===== src/rtl/alu_seq_pkg.sv =====
// Shared types and constants for the ALU op sequencer and the 3-bit ALU datapath.
package alu_seq_pkg;

   localparam int unsigned OPW_DEF = 3;
   localparam int unsigned DW_DEF  = 3;
   localparam int unsigned RW_DEF  = 6;

   typedef enum logic [1:0] {
      IDLE  = 2'd0,
      ISSUE = 2'd1,
      HOLD  = 2'd2,
      DONE  = 2'd3
   } seq_state_t;

   // ALU control codes, shared with the ALU itself
   localparam logic [OPW_DEF-1:0] ALU_ADD = 3'd0;
   localparam logic [OPW_DEF-1:0] ALU_SUB = 3'd1;
   localparam logic [OPW_DEF-1:0] ALU_MUL = 3'd2;
   localparam logic [OPW_DEF-1:0] ALU_AND = 3'd3;
   localparam logic [OPW_DEF-1:0] ALU_OR  = 3'd4;
   localparam logic [OPW_DEF-1:0] ALU_XOR = 3'd5;
   localparam logic [OPW_DEF-1:0] ALU_NOT = 3'd6;
   localparam logic [OPW_DEF-1:0] ALU_SHL = 3'd7;

endpackage


===== src/rtl/alu_seq_opq.sv =====
// Op-program store: DEPTH x OPW register array, append-only with clear and indexed read.
module alu_seq_opq
   import alu_seq_pkg::*;
#(
   parameter int unsigned DEPTH = 4,
   parameter int unsigned OPW   = OPW_DEF
) (
   input  logic                       clk,
   input  logic                       rst_n,
   input  logic                       clear,
   input  logic                       wr_en,
   input  logic [OPW-1:0]             wr_op,
   input  logic [$clog2(DEPTH)-1:0]   rd_idx,
   output logic [OPW-1:0]             rd_op,
   output logic [$clog2(DEPTH):0]     count,
   output logic                       full
);

   localparam int unsigned IW = $clog2(DEPTH);
   localparam int unsigned CW = IW + 1;

   logic [OPW-1:0] mem [DEPTH];
   logic [CW-1:0]  cnt_q;

   assign full  = (cnt_q == CW'(DEPTH));
   assign count = cnt_q;
   assign rd_op = mem[rd_idx];

   // The count doubles as the write pointer: entries are only ever appended.
   always_ff @(posedge clk) begin
      if (!rst_n) begin
         cnt_q <= '0;
         for (int unsigned i = 0; i < DEPTH; i++) mem[i] <= '0;
      end else if (clear) begin
         cnt_q <= '0;
      end else if (wr_en && !full) begin
         mem[cnt_q[IW-1:0]] <= wr_op;
         cnt_q              <= cnt_q + CW'(1);
      end
   end

endmodule


===== src/rtl/alu_op_sequencer.sv =====
// Steps a short program of ALU codes through the ALU, holding each for a dwell time.
// Optional SEQ_LOOP_EN: repeat the program while loop is high at the end of a pass.
module alu_op_sequencer
   import alu_seq_pkg::*;
#(
   parameter int unsigned DEPTH   = 4,
   parameter int unsigned OPW     = OPW_DEF,
   parameter int unsigned DW      = DW_DEF,
   parameter int unsigned RW      = RW_DEF,
   parameter int unsigned DWELL_W = 8
) (
   input  logic                     clk,
   input  logic                     rst_n,
   input  logic                     ena,
   input  logic                     opnd_load,
   input  logic [DW-1:0]            opnd_a,
   input  logic [DW-1:0]            opnd_b,
   input  logic                     push_valid,
   input  logic [OPW-1:0]           push_op,
   output logic                     push_ready,
   input  logic                     clear,
   input  logic                     start,
   input  logic [DWELL_W-1:0]       dwell,
   input  logic                     loop,
   output logic [DW-1:0]            alu_a,
   output logic [DW-1:0]            alu_b,
   output logic [OPW-1:0]           alu_ctrl,
   input  logic [RW-1:0]            alu_result,
   output logic [RW-1:0]            result,
   output logic                     result_valid,
   output logic                     busy,
   output logic                     done,
   output logic [$clog2(DEPTH):0]   count
);

   localparam int unsigned IW = $clog2(DEPTH);
   localparam int unsigned CW = IW + 1;

   seq_state_t         state_q, state_d;
   logic [IW-1:0]      idx_q, idx_d;
   logic [DWELL_W-1:0] cnt_q, cnt_d;
   logic [OPW-1:0]     ctrl_q, ctrl_d;
   logic [RW-1:0]      result_q, result_d;
   logic               rv_q, rv_d;
   logic               done_q, done_d;
   logic [DW-1:0]      a_q, b_q;

   logic               q_wr, q_clr, q_full, last_op;
   logic [OPW-1:0]     rd_op;
   logic [CW-1:0]      q_count;
   logic [DWELL_W-1:0] dwell_ld;

   assign push_ready = (state_q == IDLE) && !q_full && !clear;
   assign q_wr       = ena && push_valid && push_ready;
   assign q_clr      = ena && clear && (state_q == IDLE);

   alu_seq_opq #(
      .DEPTH (DEPTH),
      .OPW   (OPW)
   ) u_opq (
      .clk    (clk),
      .rst_n  (rst_n),
      .clear  (q_clr),
      .wr_en  (q_wr),
      .wr_op  (push_op),
      .rd_idx (idx_q),
      .rd_op  (rd_op),
      .count  (q_count),
      .full   (q_full)
   );

   // A dwell of 0 behaves as 1, so the hold counter preloads max(dwell,1)-1.
   assign dwell_ld = (dwell == '0) ? '0 : dwell - DWELL_W'(1);
   assign last_op  = ({1'b0, idx_q} == (q_count - CW'(1)));

`ifndef SEQ_LOOP_EN
   logic loop_unused;
   assign loop_unused = loop;
`endif

   always_comb begin
      state_d  = state_q;
      idx_d    = idx_q;
      cnt_d    = cnt_q;
      ctrl_d   = ctrl_q;
      result_d = result_q;
      rv_d     = 1'b0;
      done_d   = 1'b0;
      case (state_q)
         IDLE: begin
            if (start && (q_count != '0)) state_d = ISSUE;
         end
         ISSUE: begin
            ctrl_d  = rd_op;
            cnt_d   = dwell_ld;
            state_d = HOLD;
         end
         HOLD: begin
            if (cnt_q == '0) begin
               result_d = alu_result;
               rv_d     = 1'b1;
               if (last_op) begin
`ifdef SEQ_LOOP_EN
                  if (loop) begin
                     idx_d   = '0;
                     state_d = ISSUE;
                  end else begin
                     state_d = DONE;
                  end
`else
                  state_d = DONE;
`endif
               end else begin
                  idx_d   = idx_q + IW'(1);
                  state_d = ISSUE;
               end
            end else begin
               cnt_d = cnt_q - DWELL_W'(1);
            end
         end
         DONE: begin
            done_d  = 1'b1;
            idx_d   = '0;
            state_d = IDLE;
         end
         default: state_d = IDLE;
      endcase
   end

   always_ff @(posedge clk) begin
      if (!rst_n) begin
         state_q  <= IDLE;
         idx_q    <= '0;
         cnt_q    <= '0;
         ctrl_q   <= '0;
         result_q <= '0;
         rv_q     <= 1'b0;
         done_q   <= 1'b0;
         a_q      <= '0;
         b_q      <= '0;
      end else if (ena) begin
         state_q  <= state_d;
         idx_q    <= idx_d;
         cnt_q    <= cnt_d;
         ctrl_q   <= ctrl_d;
         result_q <= result_d;
         rv_q     <= rv_d;
         done_q   <= done_d;
         if (opnd_load) begin
            a_q <= opnd_a;
            b_q <= opnd_b;
         end
      end else begin
         rv_q   <= 1'b0;
         done_q <= 1'b0;
      end
   end

   assign alu_a        = a_q;
   assign alu_b        = b_q;
   assign alu_ctrl     = ctrl_q;
   assign result       = result_q;
   assign result_valid = rv_q && ena;
   assign done         = done_q && ena;
   assign busy         = (state_q == ISSUE) || (state_q == HOLD);
   assign count        = q_count;

endmodule


===== config.mk =====
export PLATFORM = sky130hd
export DESIGN_NAME = alu_op_sequencer
export DESIGN_NICKNAME = d
export VERILOG_FILES = /design/src/rtl/alu_seq_pkg.sv /design/src/rtl/alu_seq_opq.sv /design/src/rtl/alu_op_sequencer.sv
export SDC_FILE = /design/constraint.sdc
export NUM_CORES = 1
export LEC_CHECK = 0
export ABC_AREA = 1
export CORE_ASPECT_RATIO = 1.1
export CORE_MARGIN = 2
export CORE_UTILIZATION = 35
export DETAILED_ROUTE_END_ITERATION = 8
export GPL_TIMING_DRIVEN = 0
export SYNTH_ARGS = -nofsm -noshare
export SYNTH_HDL_FRONTEND = slang
export SYNTH_SLANG_ARGS = --single-unit

===== constraint.sdc =====
create_clock -name clk -period 5.4 [get_ports clk]
set_input_delay 1.62 -clock clk [delete_from_list [all_inputs] [get_ports clk]]
set_output_delay 1.62 -clock clk [all_outputs]
set_load 0.05 [all_outputs]

### Met1 routing, run 1

The bar under the picture is 20 um long. Supply wires on this layer in gray.
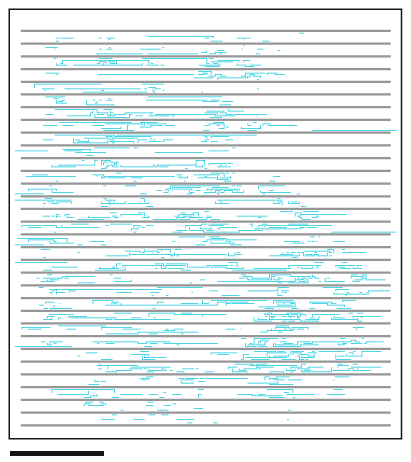
The layer carries 2510 um of wire. The longest straight run is 29.9 um.
GRT met1 Usage: 16.0%
detailed-route wire length: 5340 um
via count: 2200

### M2 wires, run 1

Cells faint in the background.
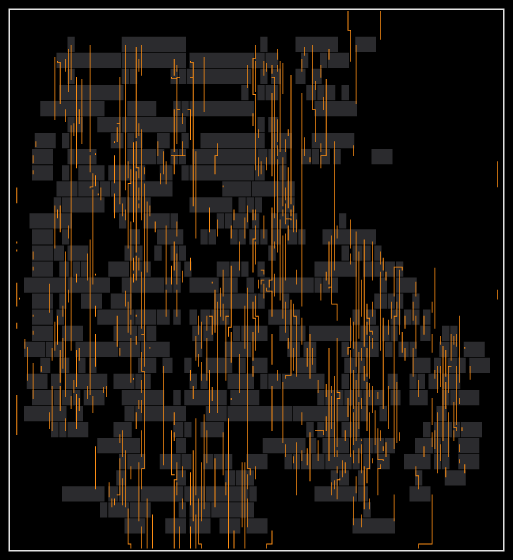
The wires run mostly vertical. The layer carries 2420 um of wire. The longest straight run is 38.1 um. The layer holds 45% of the routed length.
Global Route met2 Usage: 24.7%

### Metal 3, run 1

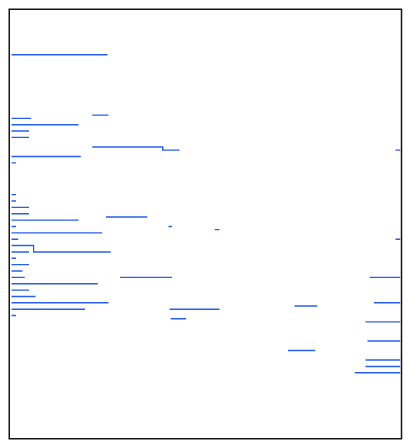
The longest straight run is 20.5 um. The wires run mostly horizontal.
global routing usage on met3: 4.55%

==> summary.txt, run 1 <==
The following summarizes the physical implementation.

Hold path
The end point of the most critical hold path is result[4]$_SDFFE_PN0P_. The report gives the cell count of the worst hold path as 2.

Layout
By instance count after routing, the leading logic cell types are 64 x sky130_fd_sc_hd__nor2_1, 50 x sky130_fd_sc_hd__clkdlybuf4s50_1, 49 x sky130_fd_sc_hd__nand2_1, 48 x sky130_fd_sc_hd__inv_1, 34 x sky130_fd_sc_hd__o21ai_0. The multi-input combinational cell area is around 0.0012 mm2. After filler insertion, the fill cell instance count of the layout stands at 665. From synthesis to final layout, the design area changed by 29.7%. The layout report gives the multi-input gate share of total cell area as 37.8%.

With fillers left out, the area of the finished cells amounts to 0.00316 mm2. The number of non-clock inverters is 50.

Clocking
The longest clock path from root to sink contains 2 buffers. The post-cts repair resize count is 0. The number of buffers inserted to repair setup after CTS is 0.

Placed design
The placed instances occupy a cell area of about 0.0030 mm2. In the placement report, post-DP HPWL is listed as ~4100 um.

Floorplan
The site row count is 31. The height of the die is approximately 92 um.

Yosys
Looking at area per cell type in the netlist, the leader is sky130_fd_sc_hd__dfxtp_1. The dominant kind of combinational cell is simple AND/OR/NAND/NOR gates. The number of nets in the synthesized netlist is 374. The post-synthesis adder-cell area fraction is roughly 5.1%.

Final timing
On the final layout, the worst clock skew is 0.00453 ns. The count of final setup violators is 0. Setup repair after global routing left no endpoint under its margin.

Setup path
The critical path's slowest cell is sky130_fd_sc_hd__clkdlybuf4s50_1. The capture point of the worst register-to-register path is recorded as u_opq.mem[0][2]$_SDFFCE_PN0P_. Per the OpenROAD timing report, the critical path contains 3 cells. The timing report gives the worst reg2reg path a setup slack of 3.40 ns.

GRT
The total global-route track usage is 14.0%. After global routing, the most crowded layer is met2.

Route
The count of nets left with antenna violations after detail routing is 0.

Run
The number of warnings reported in the stage logs is 33.

Power
Combinational cells consume a total of 0.000141 W. The internal power of the cells totals 0.000559 W. The design draws 0.000765 W.

Status
The run finished with clean final reports.
--- run 2 (diff from run 1) ---
- CTS_CLUSTER_DIAMETER: not set -> 30
### Track usage over the die, run 2

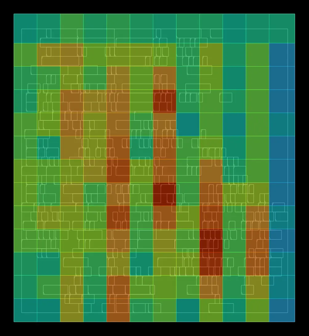
busiest grt layer: met2
WL/cell: 11.3 um
GRT Total Usage: 14.0%
share of the core filled with cells in the final layout: 47.4%

==> run 2 against run 1 <==
Effect of this change: sequential share of layout area unchanged; via count unchanged; highest routed layer unchanged; synthesized cell count is the same; largest power group unchanged; hold slack stayed put; synthesized area is the same; critical endpoint unchanged; final cell count stayed put; worst setup slack unchanged; sequential cell count unchanged; clock-buffer cell count did not move; register-to-register slack is essentially flat.
==> summary.txt, run 2 <==
The following summarizes the physical implementation.

Setup path
The setup slack of the most critical reg-to-reg path is 3.40 ns (about the same). The critical path's slowest stage uses the library cell sky130_fd_sc_hd__clkdlybuf4s50_1. The endpoint of the worst register-to-register path is u_opq.mem[0][2]$_SDFFCE_PN0P_.

Max fanout on the critical path was recorded as 2. The depth of the critical timing path with buffers and inverters included is 3 (unchanged).

Final timing
Setup repair after global routing left no endpoint under its margin. The clock skew is 0.00453 ns (unchanged). The count of final setup violators is 0 (unchanged).

GRT
The met3 layer usage reported by global route was 4.55% (unchanged). The sum of overflow across all layers after global routing is 0. The global-route track usage on met1 is 16.0% (unchanged).

The met2 routing resource usage after global routing came to 24.7% (unchanged).

Hold path
The end point of the most critical hold path is result[4]$_SDFFE_PN0P_. The number of cells traversed by the worst hold path is 2 (unchanged).

Yosys
The cell type that accounts for the most area after synthesis is sky130_fd_sc_hd__dfxtp_1. The synthesis run identifies the leading combinational cell family as simple AND/OR/NAND/NOR gates. The synthesized netlist has a Yosys-reported chip area of 0.00244 mm2.

Clocking
The number of buffers inserted to repair setup after CTS is 0 (unchanged). The maximum buffer depth of the clock tree came to 2 (unchanged). The post-cts repair resize count is 0 (unchanged).

Placed design
The placed cell area came to 0.00304 mm2 (unchanged). The placed wire-length estimate after detailed placement came to 4090 um (unchanged). Including well taps, the total number of placed cells is 465.

Route
The total vias in the final route is 2200 (unchanged). The count of nets left with antenna violations after detail routing came to 0 (unchanged). The total detailed-routing wirelength came to 5340 um (unchanged).

Power
The peak supply drop is about 0.14 mV. The cell-internal power is 0.000559 W (unchanged). The final total power is 0.000765 W (unchanged). The combinational power is 0.000141 W (about the same).

Layout
The relative area change from synthesis to final layout is 29.7% (unchanged). The filler cell count is 665 (unchanged). The number of signal-net buffers in the layout is 58. The multi-input combinational cell area is 0.00119 mm2 (unchanged).

Floorplan
The site row count is 31 (unchanged).

Status
The flow ran to the end, and the final reports show no timing, DRC or antenna violations.
Power is estimated from default activity; no workload was simulated.
